**src/rtl/wb_unit_pkg.sv**
```systemverilog
// Shared constants and types for the writeback stage.
// Holds datapath widths, the opcode/funct encodings the stage decodes, the link
// register address, the FSM state type, and a load-opcode classifier.
package wb_unit_pkg;

    localparam int unsigned WordWidth    = 32;
    localparam int unsigned RegAddrWidth = 5;
    localparam int unsigned OpcodeWidth  = 6;
    localparam int unsigned FunctWidth   = 6;

    localparam logic [5:0] OpRtype = 6'h00;
    localparam logic [5:0] OpJal   = 6'h03;
    localparam logic [5:0] OpLb    = 6'h20;
    localparam logic [5:0] OpLh    = 6'h21;
    localparam logic [5:0] OpLw    = 6'h23;
    localparam logic [5:0] OpLbu   = 6'h24;
    localparam logic [5:0] OpLhu   = 6'h25;

    localparam logic [5:0] FnJr    = 6'h08;
    localparam logic [5:0] FnJalr  = 6'h09;

    localparam logic [4:0] LinkReg = 5'd31;

    typedef enum logic [0:0] {
        StIdle,
        StWaitLoad
    } wb_state_e;

    function automatic logic is_load(input logic [5:0] op);
        return (op == OpLb) || (op == OpLh) || (op == OpLw) || (op == OpLbu) || (op == OpLhu);
    endfunction

endpackage

```
**src/rtl/wb_unit_load_extend.sv**
```systemverilog
// Load data extraction for the writeback stage.
// Ports: word   - aligned word returned by data memory
//        offset - byte offset (address bits [1:0]) latched at accept
//        opcode - load opcode latched at accept
//        data   - selected byte/halfword/word, sign- or zero-extended
// Purely combinational; little-endian lane selection.
module wb_unit_load_extend #(
    parameter int unsigned WORD_WIDTH   = 32,
    parameter int unsigned OPCODE_WIDTH = 6
) (
    input  logic [WORD_WIDTH-1:0]   word,
    input  logic [1:0]              offset,
    input  logic [OPCODE_WIDTH-1:0] opcode,
    output logic [WORD_WIDTH-1:0]   data
);
    import wb_unit_pkg::*;

    logic [7:0]  byte_sel;
    logic [15:0] half_sel;

    always_comb begin
        byte_sel = word[7:0];
        unique case (offset)
            2'd0: byte_sel = word[7:0];
            2'd1: byte_sel = word[15:8];
            2'd2: byte_sel = word[23:16];
            2'd3: byte_sel = word[31:24];
            default: byte_sel = word[7:0];
        endcase
        half_sel = offset[1] ? word[31:16] : word[15:0];
    end

    always_comb begin
        data = word;
        case (opcode)
            OpLb:    data = {{(WORD_WIDTH-8){byte_sel[7]}}, byte_sel};
            OpLbu:   data = {{(WORD_WIDTH-8){1'b0}}, byte_sel};
            OpLh:    data = {{(WORD_WIDTH-16){half_sel[15]}}, half_sel};
            OpLhu:   data = {{(WORD_WIDTH-16){1'b0}}, half_sel};
            default: data = word;
        endcase
    end

endmodule

```
**src/rtl/wb_unit.sv**
```systemverilog
// Writeback stage: write side of the register file.
// Ports: clk/rst_n                 - clock, async active-low reset
//        in_valid/in_ready         - handshake with the MEM stage
//        opcode/funct/rt/rd        - instruction fields of the retiring op
//        alu_result/pc_plus8       - result sources (alu_result is the address for loads)
//        mem_rvalid/mem_rdata      - load data return (one-cycle pulse)
//        wrt_dt/wrt_reg/reg_wrt    - registered register-file write port
//        retired                   - completed-instruction count (wraps)
//        err_rvalid/err_timeout    - sticky protocol-fault flags
module wb_unit #(
    parameter int unsigned WORD_WIDTH    = 32,
    parameter int unsigned REGADDR_WIDTH = 5,
    parameter int unsigned OPCODE_WIDTH  = 6,
    parameter int unsigned FUNCT_WIDTH   = 6,
    parameter int unsigned LOAD_TIMEOUT  = 255
) (
    input  logic                     clk,
    input  logic                     rst_n,
    input  logic                     in_valid,
    output logic                     in_ready,
    input  logic [OPCODE_WIDTH-1:0]  opcode,
    input  logic [FUNCT_WIDTH-1:0]   funct,
    input  logic [REGADDR_WIDTH-1:0] rt,
    input  logic [REGADDR_WIDTH-1:0] rd,
    input  logic [WORD_WIDTH-1:0]    alu_result,
    input  logic [WORD_WIDTH-1:0]    pc_plus8,
    input  logic                     mem_rvalid,
    input  logic [WORD_WIDTH-1:0]    mem_rdata,
    output logic [WORD_WIDTH-1:0]    wrt_dt,
    output logic [REGADDR_WIDTH-1:0] wrt_reg,
    output logic                     reg_wrt,
    output logic [31:0]              retired,
    output logic                     err_rvalid,
    output logic                     err_timeout
);
    import wb_unit_pkg::*;

    localparam logic [7:0] TmoLimit = 8'(LOAD_TIMEOUT);

    wb_state_e                state_q;
    logic [7:0]               tmo_cnt_q;
    logic [OPCODE_WIDTH-1:0]  ld_op_q;
    logic [1:0]               ld_off_q;
    logic [REGADDR_WIDTH-1:0] ld_dst_q;
    logic [WORD_WIDTH-1:0]    wrt_dt_q;
    logic [REGADDR_WIDTH-1:0] wrt_reg_q;
    logic                     reg_wrt_q;
    logic [31:0]              retired_q;
    logic                     err_rvalid_q;
    logic                     err_timeout_q;

    logic                     dec_we;
    logic                     dec_load;
    logic [REGADDR_WIDTH-1:0] dec_dst;
    logic [WORD_WIDTH-1:0]    dec_data;
    logic [WORD_WIDTH-1:0]    ld_data;

    // Decode of the instruction presented at the input.
    always_comb begin
        dec_we   = 1'b0;
        dec_load = 1'b0;
        dec_dst  = rd;
        dec_data = alu_result;
        if (opcode == OpRtype) begin
            if (funct == FnJalr) begin
                dec_we   = 1'b1;
                dec_data = pc_plus8;
            end else if (funct != FnJr) begin
                dec_we = 1'b1;
            end
        end else if (opcode == OpJal) begin
            dec_we   = 1'b1;
            dec_dst  = LinkReg;
            dec_data = pc_plus8;
        end else if (opcode[5:3] == 3'b001) begin
            // ADDI..LUI occupy 0x08-0x0F
            dec_we  = 1'b1;
            dec_dst = rt;
        end else if (is_load(opcode)) begin
            dec_load = 1'b1;
            dec_dst  = rt;
        end
    end

    wb_unit_load_extend #(
        .WORD_WIDTH  (WORD_WIDTH),
        .OPCODE_WIDTH(OPCODE_WIDTH)
    ) u_load_extend (
        .word  (mem_rdata),
        .offset(ld_off_q),
        .opcode(ld_op_q),
        .data  (ld_data)
    );

    always_ff @(posedge clk or negedge rst_n) begin
        if (!rst_n) begin
            state_q       <= StIdle;
            tmo_cnt_q     <= '0;
            ld_op_q       <= '0;
            ld_off_q      <= '0;
            ld_dst_q      <= '0;
            wrt_dt_q      <= '0;
            wrt_reg_q     <= '0;
            reg_wrt_q     <= 1'b0;
            retired_q     <= '0;
            err_rvalid_q  <= 1'b0;
            err_timeout_q <= 1'b0;
        end else begin
            reg_wrt_q <= 1'b0;
            // Load data outside WAIT_LOAD is dropped, even on a load's accept edge.
            if (mem_rvalid && (state_q == StIdle)) begin
                err_rvalid_q <= 1'b1;
            end
            unique case (state_q)
                StIdle: begin
                    if (in_valid) begin
                        if (dec_load) begin
                            state_q   <= StWaitLoad;
                            tmo_cnt_q <= '0;
                            ld_op_q   <= opcode;
                            ld_off_q  <= alu_result[1:0];
                            ld_dst_q  <= dec_dst;
                        end else begin
                            retired_q <= retired_q + 32'd1;
                            if (dec_we && (dec_dst != '0)) begin
                                reg_wrt_q <= 1'b1;
                                wrt_reg_q <= dec_dst;
                                wrt_dt_q  <= dec_data;
                            end
                        end
                    end
                end
                StWaitLoad: begin
                    // Data arriving on the final timeout cycle still completes the load.
                    if (mem_rvalid) begin
                        state_q   <= StIdle;
                        retired_q <= retired_q + 32'd1;
                        if (ld_dst_q != '0) begin
                            reg_wrt_q <= 1'b1;
                            wrt_reg_q <= ld_dst_q;
                            wrt_dt_q  <= ld_data;
                        end
                    end else if ((tmo_cnt_q + 8'd1) == TmoLimit) begin
                        state_q       <= StIdle;
                        tmo_cnt_q     <= tmo_cnt_q + 8'd1;
                        err_timeout_q <= 1'b1;
                    end else begin
                        tmo_cnt_q <= tmo_cnt_q + 8'd1;
                    end
                end
                default: state_q <= StIdle;
            endcase
        end
    end

    assign in_ready    = (state_q == StIdle);
    assign wrt_dt      = wrt_dt_q;
    assign wrt_reg     = wrt_reg_q;
    assign reg_wrt     = reg_wrt_q;
    assign retired     = retired_q;
    assign err_rvalid  = err_rvalid_q;
    assign err_timeout = err_timeout_q;

endmodule

```
**config.mk**
```make
export PLATFORM = sky130hd
export DESIGN_NAME = wb_unit
export DESIGN_NICKNAME = d
export VERILOG_FILES = /design/src/rtl/wb_unit_pkg.sv /design/src/rtl/wb_unit_load_extend.sv /design/src/rtl/wb_unit.sv
export SDC_FILE = /design/constraint.sdc
export NUM_CORES = 1
export LEC_CHECK = 0
export CORE_ASPECT_RATIO = 1.1
export CORE_MARGIN = 2
export CORE_UTILIZATION = 40
export DETAILED_ROUTE_END_ITERATION = 8
export PLACE_DENSITY = 0.77
export SYNTH_ARGS = -nofsm -noshare
export SYNTH_HDL_FRONTEND = slang
export SYNTH_SLANG_ARGS = --single-unit
export TNS_END_PERCENT = 20
```
**constraint.sdc**
```tcl
create_clock -name clk -period 2.2 [get_ports clk]
set_input_delay 0.66 -clock clk [delete_from_list [all_inputs] [get_ports clk]]
set_output_delay 0.66 -clock clk [all_outputs]
set_load 0.01 [all_outputs]
```
==> impl_metrics.env, run 1 <==
# source this file to load flow results
export IMPL_wl_per_cell_um=18.92
export IMPL_core_um2=13910
export IMPL_antenna_left=0
export IMPL_outcome="finished clean"
export IMPL_ff2ff_setup_slack_ns=0.14
export IMPL_slowest_stage="mux2_2"
export IMPL_via_per_inst=5.699
export IMPL_dp_slack_ns=-0.6899
export IMPL_r2r_end="wrt_dt[15]"
export IMPL_syn_avg_cell_area_um2=9.031
export IMPL_ir_drop_uv=443.0
export IMPL_period_minus_slack_ns=2.173
export IMPL_diodes=0
export IMPL_dp_hpwl_um=14500
export IMPL_antenna_found_initial=1
export IMPL_critPathMaxStageDelay_ns=0.32
export IMPL_fin_nets=1006
export IMPL_cts_tree="yes"
export IMPL_worstPathRequired_ns=2.43
export IMPL_hold_ws_ns=0.2119
export IMPL_fin_crit_sh_pct=98.76
export IMPL_clock_path_buffers=2
export IMPL_synthCells=637
export IMPL_initial_core_util_pct=41.37
export IMPL_pg_clk_mw=1.68
export IMPL_syn_nets=762
export IMPL_cts_setup_buffers=7
export IMPL_first_iter_violations=489
export IMPL_worstMarginPinSlew_ns=0.5868
export IMPL_clkSinkCount=94
export IMPL_setup_slack_ns=0.02737
export IMPL_async_flop_share_pct=100.0
export IMPL_grt_pass1_wl_um=31620
export IMPL_worst_ep_arrival_time_ns=2.40
export IMPL_ios=195
export IMPL_slew_viol_final=0
export IMPL_synth_edff_count=0
export IMPL_hold_viol=0
export IMPL_htreeDepth=3
export IMPL_cts_hold_buf=0
export IMPL_power_density_nw_per_um2=727.4
export IMPL_netSwitchingFraction_pct=31.36
export IMPL_die_area_um2=15360
-- run 1: final cells by class --
cell class	instances	area, um2	share of cell area [%]
Inverter	19	71.32	0.7928
Timing Repair Buffer	278	2748	30.54
Clock inverter	6	86.33	0.9597
Sequential cell	94	2352	26.15
Multi-Input combinational cell	479	3278	36.44
Tap cell	188	235.2	2.615
Clock buffer	9	225.2	2.503
-- run 1: stage by stage --
step | std cells | utilization [%] | power [mW]
after floorplan | 637 | - | 3.465
after global placement | 1050 | 60.77 | 4.732
after detailed placement | 1050 | 60.77 | 4.770
after CTS | 1074 | 64.37 | 6.513
after global routing | 1073 | 64.69 | 6.875
final | 1073 | 64.69 | 6.544
-- run 1: how the worst max path moves through the flow --
| stage | from | endpoint | slack (ns) | depth (start not counted) |
|---|---|---|---|---|
| finish | opcode[2] | wrt_dt[19] | 0.03 | 9 |
| floorplan | opcode[3] | wrt_dt[26] | -0.14 | 7 |
| global placement | opcode[5] | wrt_dt[7] | -0.65 | 7 |
| global route | opcode[3] | wrt_dt[19] | -0.007 | 10 |
| CTS | funct[3] | wrt_dt[30] | 0.008 | 8 |
| detailed placement | opcode[5] | wrt_dt[7] | -0.69 | 7 |
-- run 1: cell families (layout without fill, tap and decap cells) --
| group | count (synthesis) | in the layout | share of synthesized area (%) |
|---|---|---|---|
| compound gates | 150 | 150 | 19.86 |
| buf+inv | 64 | 312 | 4.719 |
| simple gates | 258 | 258 | 21.97 |
| xor+xnor | 35 | 35 | 5.328 |
| flops | 94 | 94 | 40.89 |
| mux | 33 | 33 | 6.590 |
| fa+ha+maj | 3 | 3 | 0.6525 |
-- run 1: cells in the mapped netlist (8+ instances only) --
master	number	area, um2
a32oi_1	21	183.9
a21oi_1	31	155.2
nand2_1	77	289.0
nor3_1	37	185.2
nand4_1	14	87.58
nor4_1	12	75.07
o21ai_0	17	85.08
dfrtp_1	94	2352
o41ai_2	8	130.1
inv_1	18	67.56
nand3_1	38	190.2
o31ai_1	8	60.06
clkbuf_1	33	123.9
o22ai_1	10	62.56
a31oi_1	8	50.05
xnor2_1	19	166.4
o311ai_0	14	122.6
xor2_1	16	140.1
mux2_2	24	270.3
nor2_1	42	157.7
and3_1	13	81.33
-- run 1: routing by layer --
| metal | GRT usage [%] | part of all wire [%] |
|---|---|---|
| met5 | 0 | 0 |
| met2 | 44.30 | 48 |
| met1 | 31.45 | 41 |
| met3 | 6.818 | 8.3 |
| met4 | 9.851 | 2.7 |
-- run 1: placed cells by master (no fill, tap or decap), types with 8 or more instances in the layout --
cell type,Yosys,layout
a21oi_1,31,31
a31oi_1,8,8
a32oi_1,21,21
and3_1,13,12
buf_12,0,8
buf_4,0,68
clkbuf_16,0,9
clkdlybuf4s50_1,0,172
dfrtp_1,94,94
dlygate4sd2_1,0,10
inv_1,18,18
mux2_2,24,12
mux2_4,0,17
nand2_1,77,77
nand3_1,38,38
nand4_1,14,14
nor2_1,42,42
nor3_1,37,36
nor4_1,12,11
o21ai_0,17,16
o22ai_1,10,10
o311ai_0,14,12
o31ai_1,8,8
o41ai_2,8,8
xnor2_1,19,19
xor2_1,16,16
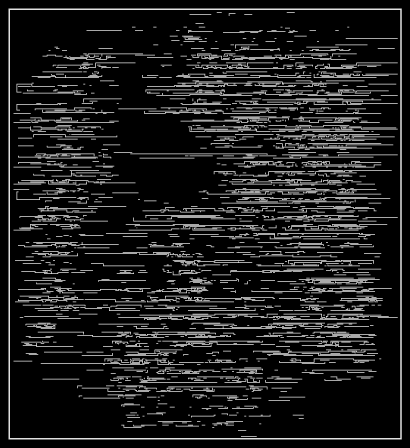
*The metal 1 layer, run 1*
wire length on this layer: 8390 um
nets with wire on the layer: 878
main direction: horizontal
share of all routed wire: 41%
longest straight run: 41.4 um

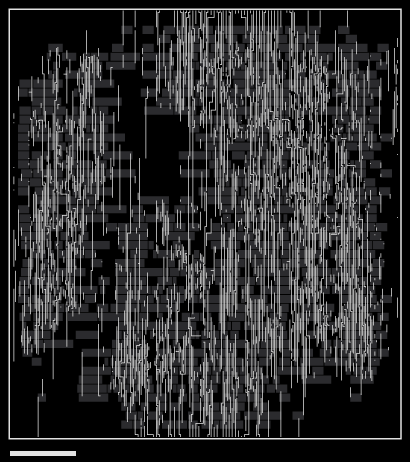
*The metal 2 layer, run 1*
The bar under the picture is 20 um long. Cells faint in the background.
wire length on this layer: 9670 um
longest straight run: 46.9 um
nets with wire on the layer: 878
share of all routed wire: 48%
met2 usage: 44.30%
via count: 6115
final wirelength: 20300 um

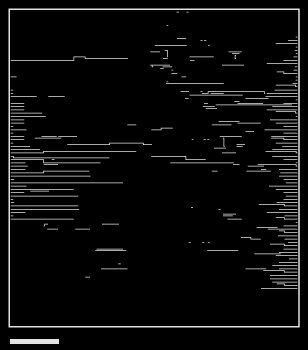
*The metal 3 layer, run 1*
The bar under the picture is 20 um long.
main direction: horizontal
share of all routed wire: 8.3%
M3 GR Usage: 6.818%

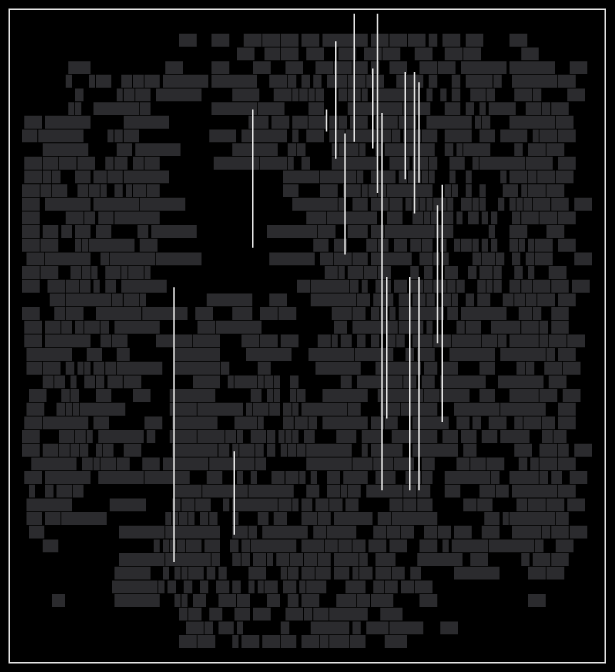
*M4 wires, run 1*
Cells faint in the background.
nets with wire on the layer: 17
main direction: vertical
longest straight run: 74.8 um
wire length on this layer: 555 um
share of all routed wire: 2.7%

### Congestion heat map, run 1

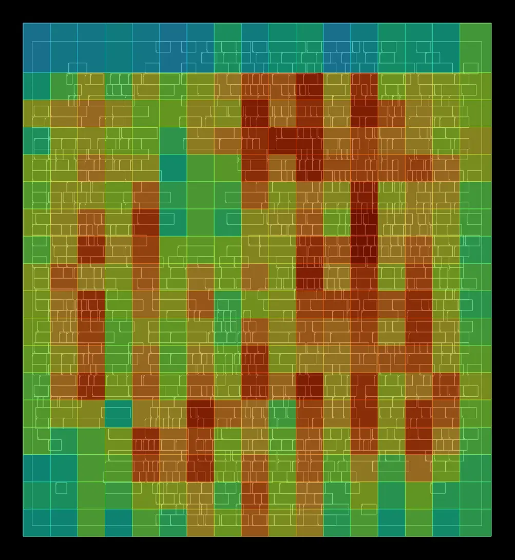

==> run 1 -> run 2 <==
- CORE_UTILIZATION: 40 -> 42
- GPL_TIMING_DRIVEN: not set -> 0
- PLACE_DENSITY: 0.77 -> 0.8
- SKIP_CTS_REPAIR_TIMING: not set -> 1
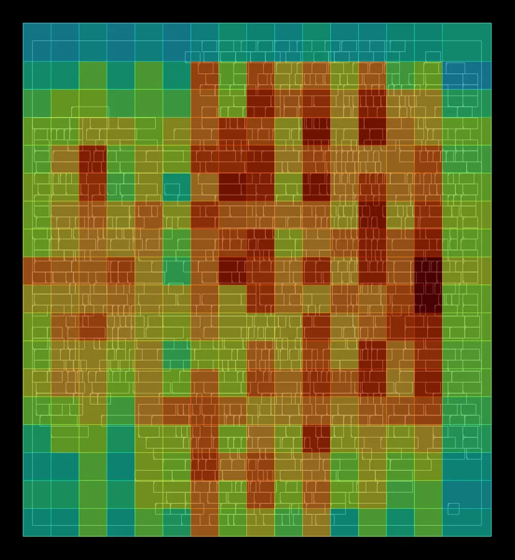
*Congestion heat map, run 2*
grt met1 use: 33.87%
busiest grt layer: met2
wire per inst: 20.15 um
gr usage total: 26.96%
met2 usage: 43.89%

==> run 2 against run 1 <==
Cell count decreased by 2.1%. Synthesized cell count unchanged. Flip-flop count unchanged. Critical path depth decreased by 1. Setup slack got worse by 0.11 ns. The run now ends with negative setup slack left. Global-route usage increased by 1.1 points. Count of clock-buffer cells in the layout increased by 2. Sequential share of layout area about the same. Sequential power about the same.
==> impl_metrics.env, run 2 <==
# source this file to load flow results
export IMPL_outcome="finished, violations left"
export IMPL_violations="negative setup slack"
export IMPL_finalNonFillerCells=1051
export IMPL_wl_met3_um=2164
export IMPL_dr_max_layer_used="met4"
export IMPL_synthCells=637
export IMPL_worstMarginPinSlew_ns=0.6769
export IMPL_largest_area_cell="dfrtp_1"
export IMPL_period_minus_slack_ns=2.283
export IMPL_r2r_end="wrt_dt[30]"
export IMPL_first_iter_violations=505
export IMPL_grt_pass1_wl_um=30660
export IMPL_ys_sh_simple_pct=21.97
export IMPL_most_common_cell="dfrtp_1"
export IMPL_critPathMaxStageDelay_ns=0.42
export IMPL_ys_sh_aoi_pct=19.86
export IMPL_worst_ep_arrival_time_ns=2.53
export IMPL_power_density_nw_per_um2=761.3
export IMPL_ys_sh_xor_pct=5.328
export IMPL_yosysTopAreaCellShare_pct=40.89
export IMPL_topCellsByArea="dfrtp_1 41%, nand2_1 5.0%, mux2_2 4.7%, nand3_1 3.3%, nor3_1 3.2%"
export IMPL_syn_nets=762
export IMPL_ios=195
export IMPL_setup_slack_ns=-0.08271
export IMPL_finalSetupViolCount=19
export IMPL_initial_core_util_pct=43.36
export IMPL_core_um2=13270
export IMPL_async_flop_share_pct=100.0
export IMPL_ys_sh_adder_pct=0.6525
export IMPL_slowest_stage="or3b_4"
export IMPL_slew_viol_final=0
export IMPL_lay_top_count="clkdlybuf4s50_1"
export IMPL_fin_nets=987
export IMPL_syn_avg_cell_area_um2=9.031
export IMPL_fin_crit_sh_pct=103.8
export IMPL_top_cells_by_count="94 x dfrtp_1, 77 x nand2_1, 42 x nor2_1, 38 x nand3_1, 37 x nor3_1"
export IMPL_dp_hpwl_um=14890
export IMPL_htreeDepth=3
export IMPL_dp_slack_ns=-1.099
export IMPL_placed_cells=1015
export IMPL_clock_path_buffers=2
==> run 2: kinds of logic (layout without fill, tap and decap cells) <==
| family | after synthesis | in the layout |
|---|---|---|
| adders and majority gates | 3 | 3 |
| muxes | 33 | 33 |
| and+or+nand+nor | 258 | 258 |
| AOI/OAI and AO/OA | 150 | 150 |
| buffers and inverters | 64 | 294 |
| xor gates and xnor gates | 35 | 35 |
| DFF | 94 | 94 |
==> run 2: power breakdown <==
group,leakage [nW],switching [mW],total [mW],internal [mW]
Clock,0.176,0.711,1.89,1.18
Combinational,2.49,1.12,2.53,1.41
Sequential,1.17,0.329,2.43,2.10
Total,3.83,2.16,6.84,4.69
==> run 2: metrics by stage <==
stage                     hold WS, ns  setup TNS, ns
final                          0.3139        -0.8526
after global placement         0.4468        -362.80
after floorplan                0.3644         -3.260
after CTS                      0.3374         -41.73
after global routing           0.3655         -2.086
after detailed placement       0.4565         -74.58
==> run 2: how the worst max path moves through the flow <==
stage / slack, ns / endpoint / cells after the start / from
4_1_cts: -0.72 / wrt_dt[20] / 7 / opcode[2]
3_5_place_dp: -1.10 / wrt_dt[20] / 7 / opcode[2]
5_1_grt: -0.11 / wrt_dt[17] / 8 / opcode[3]
2_1_floorplan: -0.14 / wrt_dt[26] / 7 / opcode[3]
3_3_place_gp: -3.09 / retired[0] / 1 / rst_n
6_report: -0.08 / wrt_dt[15] / 8 / opcode[3]
==> run 2: metal layers <==
metal	vias up	GRT usage [%]
met4	0	10.91
li1	2811	-
met1	2997	33.87
met3	46	7.119
met2	336	43.89
met5	-	0
==> run 2: area by class of cell <==
| class | instances | area, um2 |
|---|---|---|
| Buffer | 43 | 259.0 |
| Clock buffer | 11 | 252.7 |
| Clock inverter | 5 | 103.9 |
| Fill cell | 1011 | 4277 |
| Inverter | 19 | 73.82 |
| Multi-Input combinational cell | 479 | 3502 |
| Sequential cell | 94 | 2355 |
| Tap cell | 184 | 230.2 |
| Timing Repair Buffer | 216 | 2215 |
==> run 2: worst reg2reg max path: cells and delay by family (launching register included) <==
family,cells,cell delay (ns)
DFF,1,0.44
muxes,1,0.21
buffers and inverters,2,1.09
AOI/OAI and AO/OA,2,0.42
### The metal 3 layer, run 2

The bar under the picture is 20 um long.
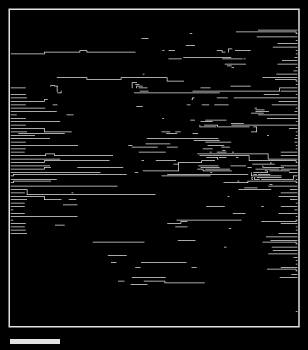

==> run 2 -> run 3 <==
==> constraint.sdc (replaced) <==
create_clock -name clk -period 2.2 [get_ports clk]
set_input_delay 0.55 -clock clk [delete_from_list [all_inputs] [get_ports clk]]
set_output_delay 0.55 -clock clk [all_outputs]
set_load 0.01 [all_outputs]
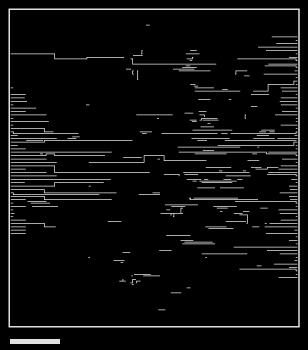
*The metal 3 layer, run 3*
The bar under the picture is 20 um long.
longest straight run: 40.2 um
wire length on this layer: 2100 um
nets with wire on the layer: 206
share of all routed wire: 10%
main direction: horizontal
final wirelength: 20900 um
M3 GR Usage: 8.170%
via count: 6181

==> run 3 against run 2 <==
The run still ends with negative setup slack left. Via count fell by 0.15%. Non-clock buffer count decreased by 7. Critical path depth decreased by 1. Critical path type is now reg -> reg. Register-to-register slack got worse by 0.098 ns. Combinational power shrank 4%. Largest power group unchanged. First-iteration DRC count increased by 13%.
==> impl_metrics.env, run 3 <==
# source this file to load flow results
export IMPL_diodes=0
export IMPL_seqCellArea_um2=2355
export IMPL_fin_crit_sh_pct=104.9
export IMPL_ios=195
export IMPL_topCellsByArea="dfrtp_1 41%, nand2_1 5.0%, mux2_2 4.7%, nand3_1 3.3%, nor3_1 3.2%"
export IMPL_grt_pass1_wl_um=30350
export IMPL_clock_path_buffers=2
export IMPL_finalSetupViolCount=20
export IMPL_wl_per_cell_um=20.04
export IMPL_ys_sh_xor_pct=5.328
export IMPL_cts_tree="yes"
export IMPL_power_density_nw_per_um2=730.2
export IMPL_dp_hpwl_um=14880
export IMPL_finalNonFillerCells=1043
export IMPL_ir_drop_uv=586.0
export IMPL_ys_sh_adder_pct=0.6525
export IMPL_initial_core_util_pct=43.36
export IMPL_outcome="finished, violations left"
export IMPL_first_iter_violations=570
export IMPL_core_um2=13270
export IMPL_clkSinkCount=94
export IMPL_antenna_left=0
export IMPL_worstMarginPinSlew_ns=0.6674
export IMPL_setup_slack_ns=-0.1081
export IMPL_worst_ep_arrival_time_ns=2.52
export IMPL_top_cells_by_count="94 x dfrtp_1, 77 x nand2_1, 42 x nor2_1, 38 x nand3_1, 37 x nor3_1"
export IMPL_via_per_inst=5.926
export IMPL_violations="negative setup slack"
export IMPL_ys_sh_mux_pct=6.590
export IMPL_syn_nets=762
export IMPL_period_minus_slack_ns=2.308
[run 3: cell counts after synthesis]
No cell type changed its count.
[run 3: routing by layer]
metal	vias up	track usage, %
li1	2800	-
met1	2978	32.44
met2	355	44.03
met3	48	8.170
met4	0	10.13
met5	-	0
[run 3: worst max-delay path, stage by stage (launching register included)]
cell and delay [ns]:
dfrtp_2 0.47, nand2b_1 0.20, buf_6 0.14, nor3_2 0.16, o211ai_1 0.26, buf_4 0.27
o311ai_1 0.50, o41ai_4 0.16
[run 3: logic make-up after synthesis]
group           Yosys count
compound gates          150
flops                    94
simple gates            258
fa+ha+maj                 3
buf+inv                  64
xor+xnor                 35
mux                      33
[run 3: power by group]
part	leakage [nW]	switching [mW]	internal, mW
clock	0.138	0.682	0.856
combinational	2.34	1.10	1.33
sequential	1.17	0.317	2.10
[run 3: path summary, 6_finish.rpt]
check,slack (ns),cells past startpoint,end,startpoint
worst max register to register,-0.11,7,wrt_dt[7],state_q
max in group asynchronous,1.39,2,state_q,rst_n
min in group clk,0.48,1,retired[31],retired[31]
worst min register to register,0.48,1,retired[31],retired[31]
worst max-delay path,-0.11,7,wrt_dt[7],state_q
worst min-delay path,0.14,1,wrt_reg[3],rst_n
[run 3: stage by stage]
| step | utilization (%) | setup TNS, ns | hold slack [ns] | total power [mW] | worst slack (ns) |
|---|---|---|---|---|---|
| finish | 65.89 | -0.7890 | 0.1396 | 6.383 | -0.1081 |
| global route | 65.89 | -2.172 | 0.1730 | 6.673 | -0.1296 |
| CTS | 62.17 | -29.40 | 0.1520 | 6.211 | -0.6729 |
| detailed placement | 60.02 | -61.16 | 0.4476 | 4.665 | -1.033 |
| global placement | 59.83 | -345.41 | 0.4456 | 4.630 | -3.047 |
| floorplan | - | -0.3967 | 0.2544 | 3.464 | -0.03288 |
[run 3: final cells by class]
type | count | area share [%]
clock buffers | 13 | 3.091
inverters | 19 | 0.8158
plain buffers | 41 | 2.648
clock inverters | 2 | 0.1861
flip-flops and latches | 94 | 26.94
well taps | 184 | 2.633
repair buffers | 211 | 24.67
multi-input cells | 479 | 39.02
Power and IR drop assume default switching activity.
